Figure 1. Where the registers sit.
The bar under the picture is 50 um long. Other sequential cells in the stronger gray, the rest of the logic in the fainter gray.
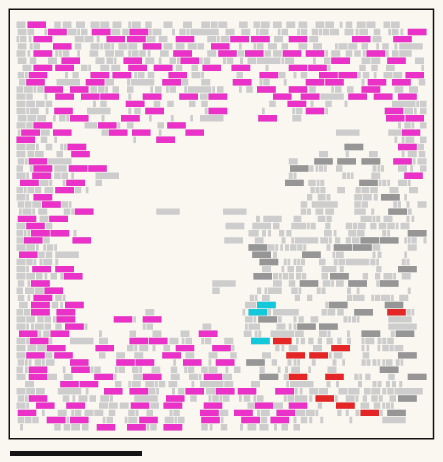
Figure 2. Placed standard cells.
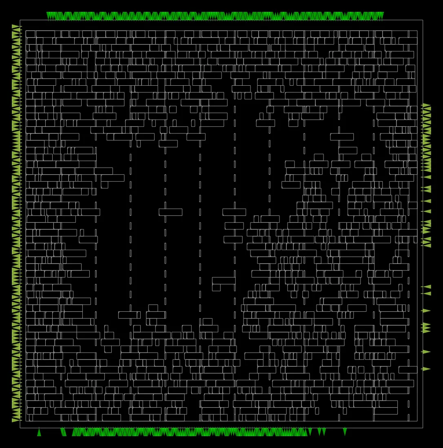
Figure 3. Cell area per tile.
The bar under the picture is 50 um long. 16 x 16 tiles, from white (low) to dark blue (high), 0 to 100% covered.
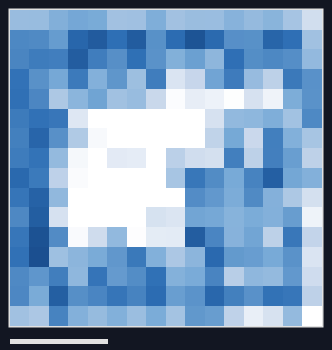
Figure 4. Supply network.
The bar under the picture is 50 um long. Pins as bars on the die edge. Tap cells in gray.
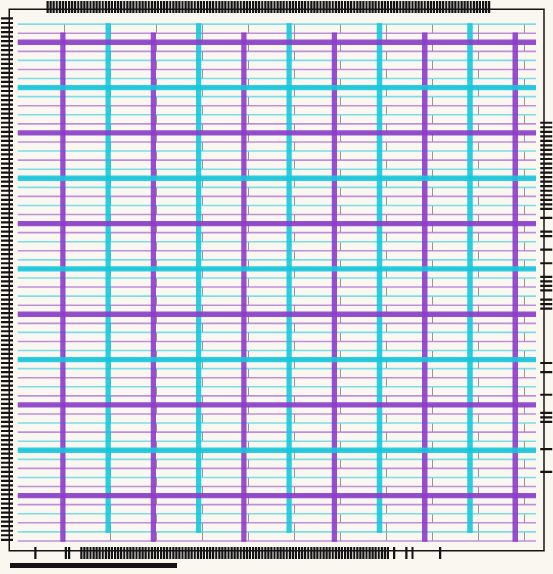
Figure 5. Port wiring.
The bar under the picture is 50 um long.
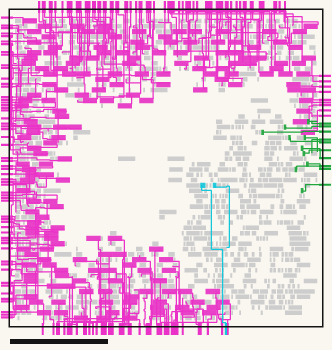
==> src/rtl/mac_fp4_dot_seq.sv <==
// ============================================================================
// mac_fp4_dot_seq
//
// Purpose:
//   Job sequencer for a row of N_MAC fp4 (e2m1) MAC units that share one
//   operand buffer. A job is a base address plus a length K. The sequencer
//   clears the accumulators, streams K operand pairs out of the buffer into
//   the MAC row, waits for the MAC pipeline to drain, captures every
//   accumulator into a result register and offers it on a valid/ready
//   handshake. A one-cycle done pulse follows the handshake.
//
// Optional feature (compile-time macro FP4_SEQ_RELU_EN):
//   When defined, every ACC_WIDTH lane whose sign bit is set is replaced by
//   zero as it is captured. Non-negative lanes pass unchanged. Timing is the
//   same in both builds.
//
// Ports:
//   clk           clock
//   reset         synchronous, active-high reset
//   i_start       job request, only looked at while idle
//   i_k_len       number of operand pairs, sampled with i_start
//   i_base_addr   first operand address, sampled with i_start
//   o_busy        high whenever the sequencer is not idle
//   o_rd_en       operand buffer read strobe (buffer read latency 1 cycle)
//   o_rd_addr     operand buffer address, wraps modulo 2^ADDR_W
//   o_mac_clr     clears MAC operand registers and accumulators
//   o_op_load     MAC operand-register load enable (o_rd_en delayed 1)
//   o_acc_en      MAC accumulator enable (o_op_load delayed 1)
//   i_mac_acc_in  concatenated accumulators, MAC i at [i*ACC_WIDTH +: ACC_WIDTH]
//   o_res_valid   result register holds a job result
//   i_res_ready   consumer accepts the result
//   o_res_data    captured results
//   o_done        one-cycle pulse on the cycle after the result handshake
// ============================================================================
module mac_fp4_dot_seq #(
    parameter int N_MAC     = 8,
    parameter int ACC_WIDTH = 23,
    parameter int K_W       = 10,
    parameter int ADDR_W    = 10,
    parameter int ACC_LAT   = 1
) (
    input  logic                         clk,
    input  logic                         reset,
    input  logic                         i_start,
    input  logic [K_W-1:0]               i_k_len,
    input  logic [ADDR_W-1:0]            i_base_addr,
    output logic                         o_busy,
    output logic                         o_rd_en,
    output logic [ADDR_W-1:0]            o_rd_addr,
    output logic                         o_mac_clr,
    output logic                         o_op_load,
    output logic                         o_acc_en,
    input  logic [N_MAC*ACC_WIDTH-1:0]   i_mac_acc_in,
    output logic                         o_res_valid,
    input  logic                         i_res_ready,
    output logic [N_MAC*ACC_WIDTH-1:0]   o_res_data,
    output logic                         o_done
);

    typedef enum logic [2:0] {
        S_IDLE,
        S_CLEAR,
        S_STREAM,
        S_WAIT,
        S_OUT
    } state_t;

    // The drain wait covers the operand-register stage, the accumulate stage
    // and the accumulator's own visibility latency.
    localparam int             WAIT_CYCLES = 2 + ACC_LAT;
    localparam logic [2:0]     WAIT_LAST   = 3'(WAIT_CYCLES - 1);

    state_t                        r_state;
    logic [K_W-1:0]                r_k_len;
    logic [ADDR_W-1:0]             r_base;
    logic [K_W-1:0]                r_stream_cnt;
    logic [2:0]                    r_wait_cnt;
    logic                          r_rd_en;
    logic [ADDR_W-1:0]             r_rd_addr;
    logic                          r_mac_clr;
    logic                          r_op_load;
    logic                          r_acc_en;
    logic                          r_res_valid;
    logic [N_MAC*ACC_WIDTH-1:0]    r_res_data;
    logic                          r_done;

    logic [N_MAC*ACC_WIDTH-1:0]    w_capture;
    logic                          w_stream_last;

    // Value loaded into the result register at the end of the drain wait.
`ifdef FP4_SEQ_RELU_EN
    always_comb begin
        w_capture = i_mac_acc_in;
        for (int i = 0; i < N_MAC; i++) begin
            if (i_mac_acc_in[i*ACC_WIDTH + ACC_WIDTH - 1]) begin
                w_capture[i*ACC_WIDTH +: ACC_WIDTH] = '0;
            end
        end
    end
`else
    assign w_capture = i_mac_acc_in;
`endif

    // k_len is never zero in STREAM (CLEAR bypasses it), so k_len-1 is safe.
    assign w_stream_last = (r_stream_cnt == (r_k_len - K_W'(1)));

    // Single sequencer process. op_load/acc_en are plain delay stages of
    // rd_en that run regardless of state, so the tail of a stream keeps
    // shifting through them while the FSM sits in WAIT.
    always_ff @(posedge clk) begin
        if (reset) begin
            r_state      <= S_IDLE;
            r_k_len      <= '0;
            r_base       <= '0;
            r_stream_cnt <= '0;
            r_wait_cnt   <= '0;
            r_rd_en      <= 1'b0;
            r_rd_addr    <= '0;
            r_mac_clr    <= 1'b0;
            r_op_load    <= 1'b0;
            r_acc_en     <= 1'b0;
            r_res_valid  <= 1'b0;
            r_res_data   <= '0;
            r_done       <= 1'b0;
        end else begin
            r_op_load <= r_rd_en;
            r_acc_en  <= r_op_load;
            r_mac_clr <= 1'b0;
            r_done    <= 1'b0;

            case (r_state)
                S_IDLE: begin
                    if (i_start) begin
                        r_k_len   <= i_k_len;
                        r_base    <= i_base_addr;
                        r_mac_clr <= 1'b1;
                        r_state   <= S_CLEAR;
                    end
                end

                // An empty job has nothing to stream or drain; its result is
                // defined as all zeros rather than whatever the MACs hold.
                S_CLEAR: begin
                    if (r_k_len == '0) begin
                        r_res_data  <= '0;
                        r_res_valid <= 1'b1;
                        r_state     <= S_OUT;
                    end else begin
                        r_rd_en      <= 1'b1;
                        r_rd_addr    <= r_base;
                        r_stream_cnt <= '0;
                        r_state      <= S_STREAM;
                    end
                end

                // Address increments wrap silently at 2^ADDR_W.
                S_STREAM: begin
                    if (w_stream_last) begin
                        r_rd_en    <= 1'b0;
                        r_wait_cnt <= '0;
                        r_state    <= S_WAIT;
                    end else begin
                        r_stream_cnt <= r_stream_cnt + K_W'(1);
                        r_rd_addr    <= r_rd_addr + ADDR_W'(1);
                    end
                end

                S_WAIT: begin
                    if (r_wait_cnt == WAIT_LAST) begin
                        r_res_data  <= w_capture;
                        r_res_valid <= 1'b1;
                        r_state     <= S_OUT;
                    end else begin
                        r_wait_cnt <= r_wait_cnt + 3'd1;
                    end
                end

                S_OUT: begin
                    if (i_res_ready) begin
                        r_res_valid <= 1'b0;
                        r_done      <= 1'b1;
                        r_state     <= S_IDLE;
                    end
                end

                default: begin
                    r_state <= S_IDLE;
                end
            endcase
        end
    end

    assign o_busy      = (r_state != S_IDLE);
    assign o_rd_en     = r_rd_en;
    assign o_rd_addr   = r_rd_addr;
    assign o_mac_clr   = r_mac_clr;
    assign o_op_load   = r_op_load;
    assign o_acc_en    = r_acc_en;
    assign o_res_valid = r_res_valid;
    assign o_res_data  = r_res_data;
    assign o_done      = r_done;

endmodule

==> config.mk <==
export PLATFORM = sky130hd
export DESIGN_NAME = mac_fp4_dot_seq
export DESIGN_NICKNAME = d
export VERILOG_FILES = /design/src/rtl/mac_fp4_dot_seq.sv
export SDC_FILE = /design/constraint.sdc
export NUM_CORES = 1
export LEC_CHECK = 0
export CORE_AREA = 2 2 158 160
export DETAILED_ROUTE_END_ITERATION = 7
export DIE_AREA = 0 0 160 162
export DONT_BUFFER_PORTS = 1
export MAX_ROUTING_LAYER = met4
export PLACE_DENSITY = 0.49
export SLEW_MARGIN = 25
export SYNTH_ARGS = -nofsm -noshare
export SYNTH_HDL_FRONTEND = slang
export SYNTH_SLANG_ARGS = --single-unit
==> constraint.sdc <==
create_clock -name clk -period 3.3 [get_ports clk]
set_clock_uncertainty 0.2 [all_clocks]
set_input_delay 0.33 -clock clk [delete_from_list [all_inputs] [get_ports clk]]
set_output_delay 0.33 -clock clk [all_outputs]
set_load 0.02 [all_outputs]
==> flow_metrics.py <==
# Synthesis and PnR figures
metrics = {
    "run_status": {
        "status": "finished, final reports clean",
    },
    "synth": {
        "numSynthFlops": 236,
        "synth_area_sq_um": 8640,
        "netlist_instances": 951,
        "ys_types": 58,
        "ys_area_sq_um": 8640,
    },
    "cts": {
        "clk_path_buf_depth": 3,
        "path_clk_slew_ns": 0.06,
    },
    "floorplanning": {
        "initial_core_util_pct": 35.8,
        "io_pins": 409,
    },
    "route": {
        "route.met2.wl_mm": 14.2,
    },
    "power_and_ir_drop": {
        "clkPwrFrac_pct": 45.1,
        "pg_comb_mw": 0.639,
        "switching_share_pct": 24.6,
        "p_int_mw": 4.99,
    },
    "global_route": {
        "grt_pass1_vias": 7832,
    },
    "worst_setup_path": {
        "critPathTopFamily": "simple AND/OR/NAND/NOR gates",
        "worstSetupPathType": "flip-flop to flip-flop",
        "required_ns": 3.52,
    },
    "cells_and_area": {
        "flops": 236,
    },
    "sta": {
        "finalSetupViolations": 0,
    },
}
Back to the opening pictures, Figure 1:
| netlist name | color | placed flops |
|---|---|---|
| r_wait_cnt | cyan | 3 |
| r_base | red | 10 |
| o_res_data | magenta | 184 |
not colored: 39

Back to the opening pictures, Figure 2:
TAP cells: 324
Core ar.: 24100 sq um

Back to the opening pictures, Figure 3:
tiles over 75% full: 7.8%
densest ninth of the die: upper left
emptiest ninth of the die: center
mean over tiles: 44%
nearly empty tiles: 12%
fullest tile: 87%

Back to the opening pictures, Figure 4:
| net | color |
|---|---|
| VSS | purple |
| VDD | cyan |
rows: 57
signal pins: 409
met5 straps: 11
met4 straps: 11

Back to the opening pictures, Figure 5:
| port | color | direction | edge | end cells | wire |
|---|---|---|---|---|---|
| i_res_ready | cyan | input | bottom | 2 | 126 um |
| i_k_len | green | input | right | 10 | 163 um |
| o_res_data | magenta | output | 72 top, 58 left, 45 bottom, 9 right | 184 | 6170 um |

[final timing paths]
kind                         from              end  cells after the start
setup reg to reg       r_k_len[0]    r_wait_cnt[1]                      8
hold / removal              reset  o_res_data[141]                      2
hold reg to reg   r_stream_cnt[9]  r_stream_cnt[9]                      2
setup / recovery       r_k_len[0]    r_wait_cnt[1]                      8
[what timing repair did]
| action | 4_1_cts | 5_1_grt |
|---|---|---|
| setup endpoints to repair | 0 | 3 |
| hold buffers | 210 | 0 |
| setup buffers | 0 | 0 |
| resized | 0 | 1 |
| hold endpoints to repair | 229 | 0 |
[cells by family after synthesis]
kind of cell               share of synthesized area [%]
muxes                                              0.463
adders and majority gates                          0.869
DFF                                                 54.7
AOI/OAI and AO/OA                                   22.1
xor gates and xnor gates                            1.52
buffers and inverters                               3.91
and+or+nand+nor                                     16.4
[metal layers]
layer  vias up  track usage [%]
li1       3701                -
met1      3754             25.3
met2       321             35.6
met3        68             3.88
met4         0             7.58
met5         -                -
[registers in the layout (all words and copies together), names as in the netlist]
signal        flops
o_res_data      184
o_rd_addr        10
r_base           10
r_k_len          10
r_stream_cnt     10
r_state           3
r_wait_cnt        3
o_acc_en          1
o_done            1
o_mac_clr         1
o_op_load         1
o_rd_en           1
o_res_valid       1
[through the flow]
stage / cell area [sq um] / cells / hold WS [ns] / setup WS (ns)
after floorplan: 8640 / 951 / 0.233 / 0.451
after global placement: 8860 / 1205 / 0.220 / 0.277
after detailed placement: 8860 / 1205 / 0.221 / 0.179
after CTS: 11900 / 1461 / 0.105 / 0.156
after global routing: 11900 / 1461 / 0.134 / 0.0281
final: 11900 / 1461 / 0.0988 / 0.192
